--- src/rtl/qdi2bin_1of2_if.sv ---
// Channel bundle for the e1of2 receiver: dual-rail input with enable, and the
// buffered binary output with its valid/ready handshake and status.
interface qdi2bin_1of2_if #(
    parameter int DEPTH = 4
);
    localparam int CW = $clog2(DEPTH) + 1;

    logic [1:0]    L;
    logic          Le;
    logic          dout;
    logic          dvalid;
    logic          drdy;
    logic [CW-1:0] count;
    logic          err;

    // master is the side that owns the QDI sender and the binary consumer
    modport master (
        output L, drdy,
        input  Le, dout, dvalid, count, err
    );

    modport slave (
        input  L, drdy,
        output Le, dout, dvalid, count, err
    );
endinterface

--- src/rtl/qdi2bin_1of2.sv ---
// Clocked receiver for an e1of2 channel: synchronizes the rails, runs the
// four-phase enable handshake and buffers decoded bits in a small FIFO.
module qdi2bin_1of2 #(
    parameter int DEPTH       = 4,
    parameter int SYNC_STAGES = 2
) (
    input  logic                  CLK,
    input  logic                  nRESET,
    qdi2bin_1of2_if.slave         bus
);
    localparam int AW = $clog2(DEPTH);
    localparam int CW = AW + 1;

    typedef enum logic {
        WAIT_VALID,
        WAIT_NEUTRAL
    } state_t;

    logic [SYNC_STAGES-1:0] sync0;
    logic [SYNC_STAGES-1:0] sync1;
    logic [SYNC_STAGES-1:0] arm;
    logic [1:0]             ls;
    logic                   armed;

    state_t                 state_q;
    state_t                 state_d;
    logic                   le_q;
    logic                   le_d;
    logic                   push;
    logic                   pop;
    logic                   set_err;
    logic                   err_q;

    logic                   mem [DEPTH];
    logic [AW-1:0]          wrptr;
    logic [AW-1:0]          rdptr;
    logic [CW-1:0]          cnt;
    logic [CW-1:0]          cnt_d;
    logic                   full;
    logic                   full_d;
    logic                   nonempty;

    // arm fills once the synchronizers hold only post-reset samples, so a
    // token left on L across reset can never be mistaken for neutral
    always_ff @(posedge CLK or negedge nRESET) begin
        if (!nRESET) begin
            sync0 <= '0;
            sync1 <= '0;
            arm   <= '0;
        end else begin
            sync0 <= {sync0[SYNC_STAGES-2:0], bus.L[0]};
            sync1 <= {sync1[SYNC_STAGES-2:0], bus.L[1]};
            arm   <= {arm[SYNC_STAGES-2:0], 1'b1};
        end
    end

    assign ls       = {sync1[SYNC_STAGES-1], sync0[SYNC_STAGES-1]};
    assign armed    = arm[SYNC_STAGES-1];
    assign nonempty = (cnt != '0);
    assign full     = (cnt == CW'(DEPTH));
    assign pop      = nonempty & bus.drdy;

    always_comb begin
        state_d = state_q;
        push    = 1'b0;
        set_err = 1'b0;
        case (state_q)
            WAIT_VALID: begin
                if (ls == 2'b11) begin
                    set_err = 1'b1;
                    state_d = WAIT_NEUTRAL;
                end else if (ls != 2'b00 && !full) begin
                    push    = 1'b1;
                    state_d = WAIT_NEUTRAL;
                end
            end
            WAIT_NEUTRAL: begin
                if (armed && ls == 2'b00) begin
                    state_d = WAIT_VALID;
                end
            end
            default: state_d = WAIT_NEUTRAL;
        endcase
    end

    always_comb begin
        cnt_d = cnt;
        case ({push, pop})
            2'b10:   cnt_d = cnt + 1'b1;
            2'b01:   cnt_d = cnt - 1'b1;
            default: cnt_d = cnt;
        endcase
    end

    // Le looks ahead at the post-update occupancy so a pop reopens it at once
    assign full_d = (cnt_d == CW'(DEPTH));
    assign le_d   = (state_d == WAIT_VALID) && !full_d;

    always_ff @(posedge CLK or negedge nRESET) begin
        if (!nRESET) begin
            state_q <= WAIT_NEUTRAL;
            le_q    <= 1'b0;
            err_q   <= 1'b0;
        end else begin
            state_q <= state_d;
            le_q    <= le_d;
            if (set_err) begin
                err_q <= 1'b1;
            end
        end
    end

    always_ff @(posedge CLK or negedge nRESET) begin
        if (!nRESET) begin
            for (int i = 0; i < DEPTH; i++) begin
                mem[i] <= 1'b0;
            end
            wrptr <= '0;
            rdptr <= '0;
            cnt   <= '0;
        end else begin
            if (push) begin
                mem[wrptr] <= ls[1];
                wrptr      <= wrptr + 1'b1;
            end
            if (pop) begin
                rdptr <= rdptr + 1'b1;
            end
            cnt <= cnt_d;
        end
    end

    assign bus.Le     = le_q;
    assign bus.dout   = mem[rdptr];
    assign bus.dvalid = nonempty;
    assign bus.count  = cnt;
    assign bus.err    = err_q;
endmodule

--- src/flat_wrapper.sv ---
// flat-port wrapper written by rule: the top's interface ports become plain ports
module qdi2bin_1of2_flat 
#(
    parameter int DEPTH       = 4,
    parameter int SYNC_STAGES = 2
)
  (CLK, nRESET, bus_L, bus_drdy, bus_Le, bus_dout, bus_dvalid, bus_count, bus_err);
  qdi2bin_1of2_if #(.DEPTH(DEPTH)) bus_i ();
  input  logic CLK;
  input  logic nRESET;
  input wire logic [$bits(bus_i.L)-1:0] bus_L;
  input wire logic [$bits(bus_i.drdy)-1:0] bus_drdy;
  output wire logic [$bits(bus_i.Le)-1:0] bus_Le;
  output wire logic [$bits(bus_i.dout)-1:0] bus_dout;
  output wire logic [$bits(bus_i.dvalid)-1:0] bus_dvalid;
  output wire logic [$bits(bus_i.count)-1:0] bus_count;
  output wire logic [$bits(bus_i.err)-1:0] bus_err;
  assign bus_i.L = bus_L;
  assign bus_i.drdy = bus_drdy;
  assign bus_Le = bus_i.Le;
  assign bus_dout = bus_i.dout;
  assign bus_dvalid = bus_i.dvalid;
  assign bus_count = bus_i.count;
  assign bus_err = bus_i.err;
  qdi2bin_1of2 #(.DEPTH(DEPTH), .SYNC_STAGES(SYNC_STAGES)) u_core (.CLK(CLK), .nRESET(nRESET), .bus(bus_i));
endmodule
--- config.mk ---
export PLATFORM = sky130hd
export DESIGN_NAME = qdi2bin_1of2_flat
export DESIGN_NICKNAME = d
export VERILOG_FILES = /design/src/rtl/qdi2bin_1of2_if.sv /design/src/rtl/qdi2bin_1of2.sv /design/src/flat_wrapper.sv
export SDC_FILE = /design/constraint.sdc
export NUM_CORES = 1
export LEC_CHECK = 0
export CAP_MARGIN = 15
export CORE_MARGIN = 5
export CORE_UTILIZATION = 56
export CTS_BUF_LIST = sky130_fd_sc_hd__clkbuf_16
export CTS_CLUSTER_SIZE = 20
export DETAILED_ROUTE_END_ITERATION = 16
export PLACE_DENSITY = 0.79
export SETUP_SLACK_MARGIN = 0.05
export SLEW_MARGIN = 20
export SYNTH_ARGS = -nofsm -noshare
export SYNTH_HDL_FRONTEND = slang
export SYNTH_SLANG_ARGS = --single-unit
--- constraint.sdc ---
create_clock -name CLK -period 4.8 [get_ports CLK]
set_input_delay 0.48 -clock CLK [delete_from_list [all_inputs] [get_ports CLK]]
set_output_delay 0.48 -clock CLK [all_outputs]
set_load 0.02 [all_outputs]
Run 1, clock network drawn from the DEF:
Bar = 20 µm.
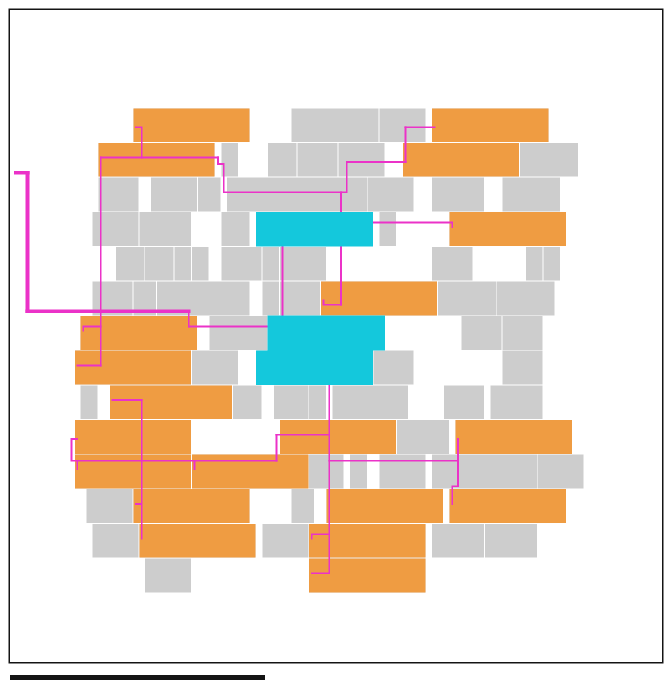
- cells driving clock nets: cyan (count 3)
- flip-flops: orange (count 20)
- clock wires: magenta (length 203 µm)
- routed clock nets: 4
P_clk: 222 µW
Worst-Skew Late Latency: 0.25 ns
Clk pwr share: 29.0%

Run 1, pin placement:
Pins as bars across the die edge, other pins in grey.
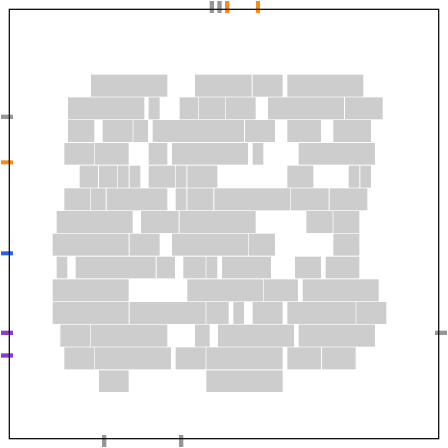
- bus_L: purple (pins 2; direction input; edge west)
- bus_Le: blue (pins 1; direction output; edge west)
- bus_count: orange (pins 3; direction output; edge 2 north, 1 west)
- all pins by edge: 5 west, 4 north, 2 south, 1 east

Run 1, placement view:
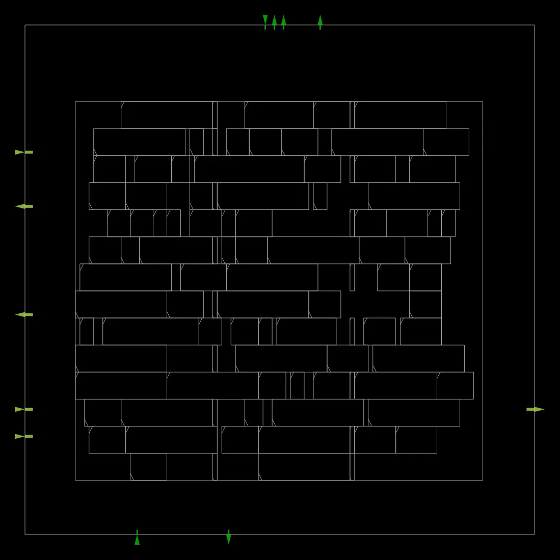
Tap Cells: 16
Filler cells: 103
Util after Layout: 74.64%
row count: 14

==> flow_summary_export.csv, run 1 <==
group,metric,value,unit
drt,vias_per_cell,5.370,
drt,drc,0,
global_route,grt_usage,12.45,%
global_route,antenna_found_initial,0,
final_timing,relSlewSlack,43.17,%
global_route,grt-busiest-layer,"met2",
synthesis,synth-cells-yosys,71,
final_timing,fin_crit,2.442,ns
global_route,overflow,0,
hold_path,holdCritStartpoint,"u_core.sync0[0]",
hold_path,min_to,"u_core.sync0[1]",
synthesis,yosysTopAreaCell,"dfrtp_1",
floorplan,core_area,1559,µm²
worst_setup_path,rr_startpoint,"u_core.bus.count[2]",
synthesis,synth-edff-count,0,
clocking,cts-resized-gates,0,
synthesis,common_cells,"19 x dfrtp_1, 6 x inv_1, 5 x ha_1, 5 x mux2_1, 4 x nor4b_1",
worst_setup_path,end_kind,"flip-flop",
synthesis,async_flop_share,100.0,%
floorplan,dieArea,2622,µm²
synthesis,syn_avg_cell_area,13.39,µm²
global_route,grt_first_pass_wirelength,2449,µm
synthesis,adder_share,8.684,%
final_timing,worstMarginPinSlew,0.8498,ns
clocking,cts_made_buffers,3,
pwr,pwr_density_cell,657.3,nW/µm²
synthesis,synth-simple-area-share,11.58,%
final_timing,fin_tns_setup,0,ns
layout,area_delta_synth_final,22.37,%
layout,final_net_count,96,
floorplan,ios,12,
synthesis,ys_sh_mux,9.474,%
pwr,seq-power,277,µW
synthesis,compound_area_share,5.132,%
floorplan,floorplan.core_util,61.00,%
worst_setup_path,critical_path_arrival,2.61,ns
layout,drive_gt1_share,11.90,%
pwr,p_leak,0.0005096,µW
clocking,cts_hold_buf,0,
clocking,htreeDepth,1,
pwr,p_sw_share,30.67,%
drt,first_pass_iters,4,
synthesis,synth_cell_types,27,
worst_setup_path,endpoint,"u_core.bus.Le",
synthesis,synth_seq_share,52.76,%
worst_setup_path,r2r_setup_slack,2.36,ns
global_route,grtUsageMet3,3.198,%
worst_setup_path,cp_max_fo,8,
final_timing,hold_slack,0.3454,ns
global_route,grt_max_degree,21,
status,status,"complete, no violations",
clocking,max-clock-path-buffers,2,
clocking,clk_pin_slew,0.05,ns
layout,antenna_cells_inserted,0,
final_timing,slew_violations,0,
global_route,grt_use_met2,21.24,%
clocking,root_buffer,"clkbuf_16",
synthesis,ys.flops,20,
synthesis,xor_area_share,7.237,%
worst_setup_path,r2r_cells,9,
final_timing,rsz0062_at_grt,"no",
drt,drt-total-wl,1413,µm
global_route,grt_pass1_vias,544,
hold_path,min_path_cells,0,
pwr,power_frac_comb,34.8,%
clocking,clock-sinks,20,
run,tool_warnings,29,
synthesis,top_area_share,50.00,%
clocking,post_cts_buffers,0,
worst_setup_path,start_kind,"flip-flop",
run 1: metal layers:
metal / part of all wire (%) / vias to the layer above
li1: - / 265
met1: 45 / 264
met2: 51 / 6
met3: 3.3 / 2
met4: 0.71 / 0
met5: 0 / -
run 1: placed cells by master, fill, tap and decap left out, types with 2 or more instances in the layout:
cell / n
a21oi_1: 3
clkbuf_16: 3
clkdlybuf4s50_1: 11
dfrtp_1: 19
ha_1: 5
inv_1: 6
mux2_1: 5
nand2_1: 2
nand2b_1: 2
nor2_1: 2
nor2b_1: 2
nor4b_1: 4
xnor2_1: 3
xor2_1: 3
run 1: worst max-delay path, stage by stage (launching register included):
cell	delay [ns]
dfrtp_1	0.46
nor3b_4	0.38
nor3_2	0.13
inv_1	0.08
ha_1	0.17
inv_1	0.06
fa_1	0.37
xor2_1	0.20
mux2_2	0.36
a21oi_1	0.14
run 1: layout make-up:
type	count	area (µm²)	area share [%]
repair buffers	11	110.1	9.462
clock buffers	3	75.07	6.452
multi-input cells	43	404.1	34.73
inverters	6	22.52	1.935
clock inverters	1	30.03	2.581
well taps	16	20.02	1.720
flip-flops and latches	20	501.7	43.12
run 1: registers in the layout, indices dropped and copies added, names as in the netlist:
name              cells
u_core.wrptr          2
u_core.arm            2
u_core.state_q        1
u_core.bus.Le         1
u_core.rdptr          2
u_core.bus.err        1
u_core.mem            4
u_core.bus.count      3
u_core.sync1          2
u_core.sync0          2
run 1: stage by stage:
step / power (µW) / setup slack, ns / std cells / cell area, µm²
2_1_floorplan: 453.5 / 2.499 / 71 / 950.9
3_3_place_gp: 539.7 / 2.316 / 96 / 1059
3_5_place_dp: 547.2 / 2.258 / 96 / 1059
4_1_cts: 774.1 / 2.333 / 100 / 1164
5_1_grt: 815.1 / 2.170 / 100 / 1164
6_report: 764.8 / 2.358 / 100 / 1164
Run 1, metal layers overlaid:
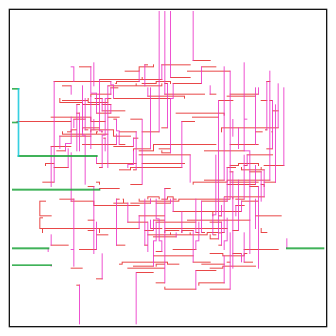

## Run 2: what changed since run 1
--- a/config.mk
+++ b/config.mk
@@ -7,11 +7,11 @@
 export LEC_CHECK = 0
 export CAP_MARGIN = 15
 export CORE_MARGIN = 5
-export CORE_UTILIZATION = 56
+export CORE_UTILIZATION = 47
 export CTS_BUF_LIST = sky130_fd_sc_hd__clkbuf_16
 export CTS_CLUSTER_SIZE = 20
 export DETAILED_ROUTE_END_ITERATION = 16
-export PLACE_DENSITY = 0.79
+export PLACE_DENSITY = 0.71
 export SETUP_SLACK_MARGIN = 0.05
 export SLEW_MARGIN = 20
 export SYNTH_ARGS = -nofsm -noshare
==> constraint.sdc (replaced) <==
create_clock -name CLK -period 2.2 [get_ports CLK]
set_input_delay 0.22 -clock CLK [delete_from_list [all_inputs] [get_ports CLK]]
set_output_delay 0.22 -clock CLK [all_outputs]
set_load 0.02 [all_outputs]
Run 2, metal layers overlaid:
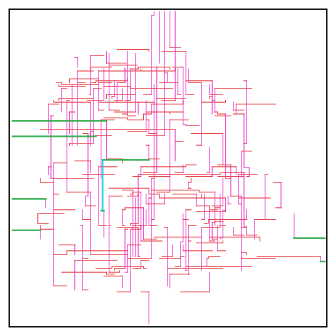
- met2: magenta (wire length 784 µm)
- met4: cyan (wire length 8.80 µm)
- met1: red (wire length 684 µm)
- met3: green (wire length 55.7 µm)
DRT Wirelength: 1533 µm
global-route usage over all layers: 11.19%

==> run 2 against run 1 <==
Core utilization down 8.0 points; power up 140%; final cell count grew 21%; sequential power increased by 120%; combinational power rose to 2.7 times the previous value; count of clock-buffer cells in the layout unchanged; clock power grew 120%; maximum frequency up 17%; via count increased by 7.4%; global-route usage shrank 1.3 points; clock skew rose by 0.00070 ns; largest cell class unchanged; largest power group is now combinational cells; highest routed layer unchanged.
==> flow_summary_export.csv, run 2 <==
group,metric,value,unit
final_timing,fin_crit,2.086,ns
worst_setup_path,end_kind,"flip-flop",
placed_design,place_area,1140,µm²
clocking,post_cts_buffers,0,
layout,final_util,66.69,%
floorplan,dieArea,3023,µm²
worst_setup_path,critical_path_arrival,2.26,ns
synthesis,syn_avg_cell_area,13.39,µm²
synthesis,synth_seq_share,52.76,%
pwr,p_leak,0.0005721,µW
drt,vias_per_cell,4.769,
layout,regArea,505.5,µm²
final_timing,hold_slack,0.3140,ns
clocking,cts_hold_buf,0,
layout,area_delta_synth_final,36.18,%
worst_setup_path,start_kind,"flip-flop",
synthesis,yosysTopAreaCell,"dfrtp_1",
clocking,cts_made_buffers,3,
clocking,root_buffer,"clkbuf_16",
final_timing,rsz0062_at_grt,"yes",
layout,fin_cells,121,
global_route,antenna_found_initial,0,
final_timing,slew_violations,0,
global_route,grt_max_degree,21,
layout,mi_logic_area,442.9,µm²
clocking,max-clock-path-buffers,2,
synthesis,async_flop_share,100.0,%
drt,wl_met1,684,µm
status,status,"complete, no violations",
worst_setup_path,r2r_cells,9,
clocking,clk_latency,0.25,ns
drt,first_pass_iters,2,
global_route,overflow,0,
worst_setup_path,cp_slowest_cell,"dfrtp_2",
global_route,grt_pass1_vias,574,
drt,dr_wl_met3,55,µm
clocking,clock-sinks,20,
synthesis,ys.flops,20,
synthesis,synth-cells-yosys,71,
synthesis,area_leaders,"dfrtp_1 50%, ha_1 6.6%, mux2_1 5.9%",
floorplan,ios,12,
floorplan,core_area,1942,µm²
clocking,htreeDepth,1,
layout,largest_reg_flops,4,
pwr,pwr_density_cell,1396,nW/µm²
synthesis,synth_cell_types,27,
floorplan,floorplan.core_util,48.97,%
layout,drive_gt1_share,31.91,%
clocking,cts-resized-gates,0,
clocking,clk_pin_slew,0.05,ns
floorplan,row_count,16,
synthesis,common_cells,"19 x dfrtp_1, 6 x inv_1, 5 x ha_1, 5 x mux2_1, 4 x nor4b_1",
worst_setup_path,path_cells,"nor3b_4, nor3_2, inv_2, ha_4, inv_1, fa_2, xor2_2, mux2_4, a21oi_2",
final_timing,fin_tns_setup,0,ns
layout,lay_top_count,"dfrtp_1",
layout,mostFrequentLayoutCells,"16 x dfrtp_1, 11 x clkdlybuf4s50_1, 10 x buf_4, 5 x inv_1, 5 x mux2_1",
drt,drc,0,
layout,regMostFlops,"u_core.mem",
layout,final_net_count,106,
placed_design,pre_cts_slack,0.02892,ns
global_route,grt_first_pass_wirelength,2435,µm
drt,routed.top_layer,"met4",
layout,antenna_cells_inserted,0,
final_timing,fin_skew,0.003338,ns
layout,fillCellCount,142,
worst_setup_path,cp_max_fo,5,
placed_design,placed_cells,115,
worst_setup_path,slowest_delay,0.44,ns
drt,drt_iter0_drc,1,
==> run 2: cell counts after synthesis <==
No cell type changed its count.
==> run 2: cell families after synthesis <==
kind of cell             count (synthesis)  synth area share (%)
flip-flops                              20                 52.76
AND-OR/OR-AND                            7                 5.132
multiplexers                             7                 9.473
AND/OR/NAND/NOR                         15                 11.58
adder cells (fa/ha/maj)                  6                 8.684
buffers and inverters                    8                 4.737
XOR/XNOR                                 7                 7.238
other                                    1                0.3944
==> run 2: worst paths after layout <==
kind                                        end  slack [ns]                 from
worst max-delay path              u_core.bus.Le        0.11  u_core.bus.count[1]
worst min-delay path             u_core.bus.err        0.31               nRESET
worst max register to register    u_core.bus.Le        0.11  u_core.bus.count[1]
worst min register to register  u_core.sync0[1]        0.35      u_core.sync0[0]
max in group asynchronous        u_core.state_q        1.62               nRESET
min in group CLK                u_core.sync0[1]        0.35      u_core.sync0[0]
==> run 2: power by group <==
group	switching [µW]	total (µW)	internal, µW
Combinational	315	724	409
Clock	124	485	360
Sequential	109	599	490
==> run 2: critical path: cells and delay by family (launching register included) <==
family / cells / cell delay [ns]
AND-OR/OR-AND: 1 / 0.13
XOR/XNOR: 1 / 0.21
adder cells (fa/ha/maj): 2 / 0.48
buffers and inverters: 2 / 0.13
flip-flops: 1 / 0.44
multiplexers: 1 / 0.32
AND/OR/NAND/NOR: 2 / 0.31
==> run 2: layer usage <==
layer	track usage [%]	vias up
met5	0	-
met4	3.644	0
met3	2.949	2
met2	18.50	8
met1	14.21	283
li1	-	284
==> run 2: cell type report <==
class,instances,share of cell area [%]
clock buffer,3,5.797
clock inverter,1,2.319
inverter,6,1.739
multi-input combinational,43,34.20
sequential,20,39.03
tap,27,2.609
timing repair buffer,21,14.30
Power and IR drop assume default switching activity.
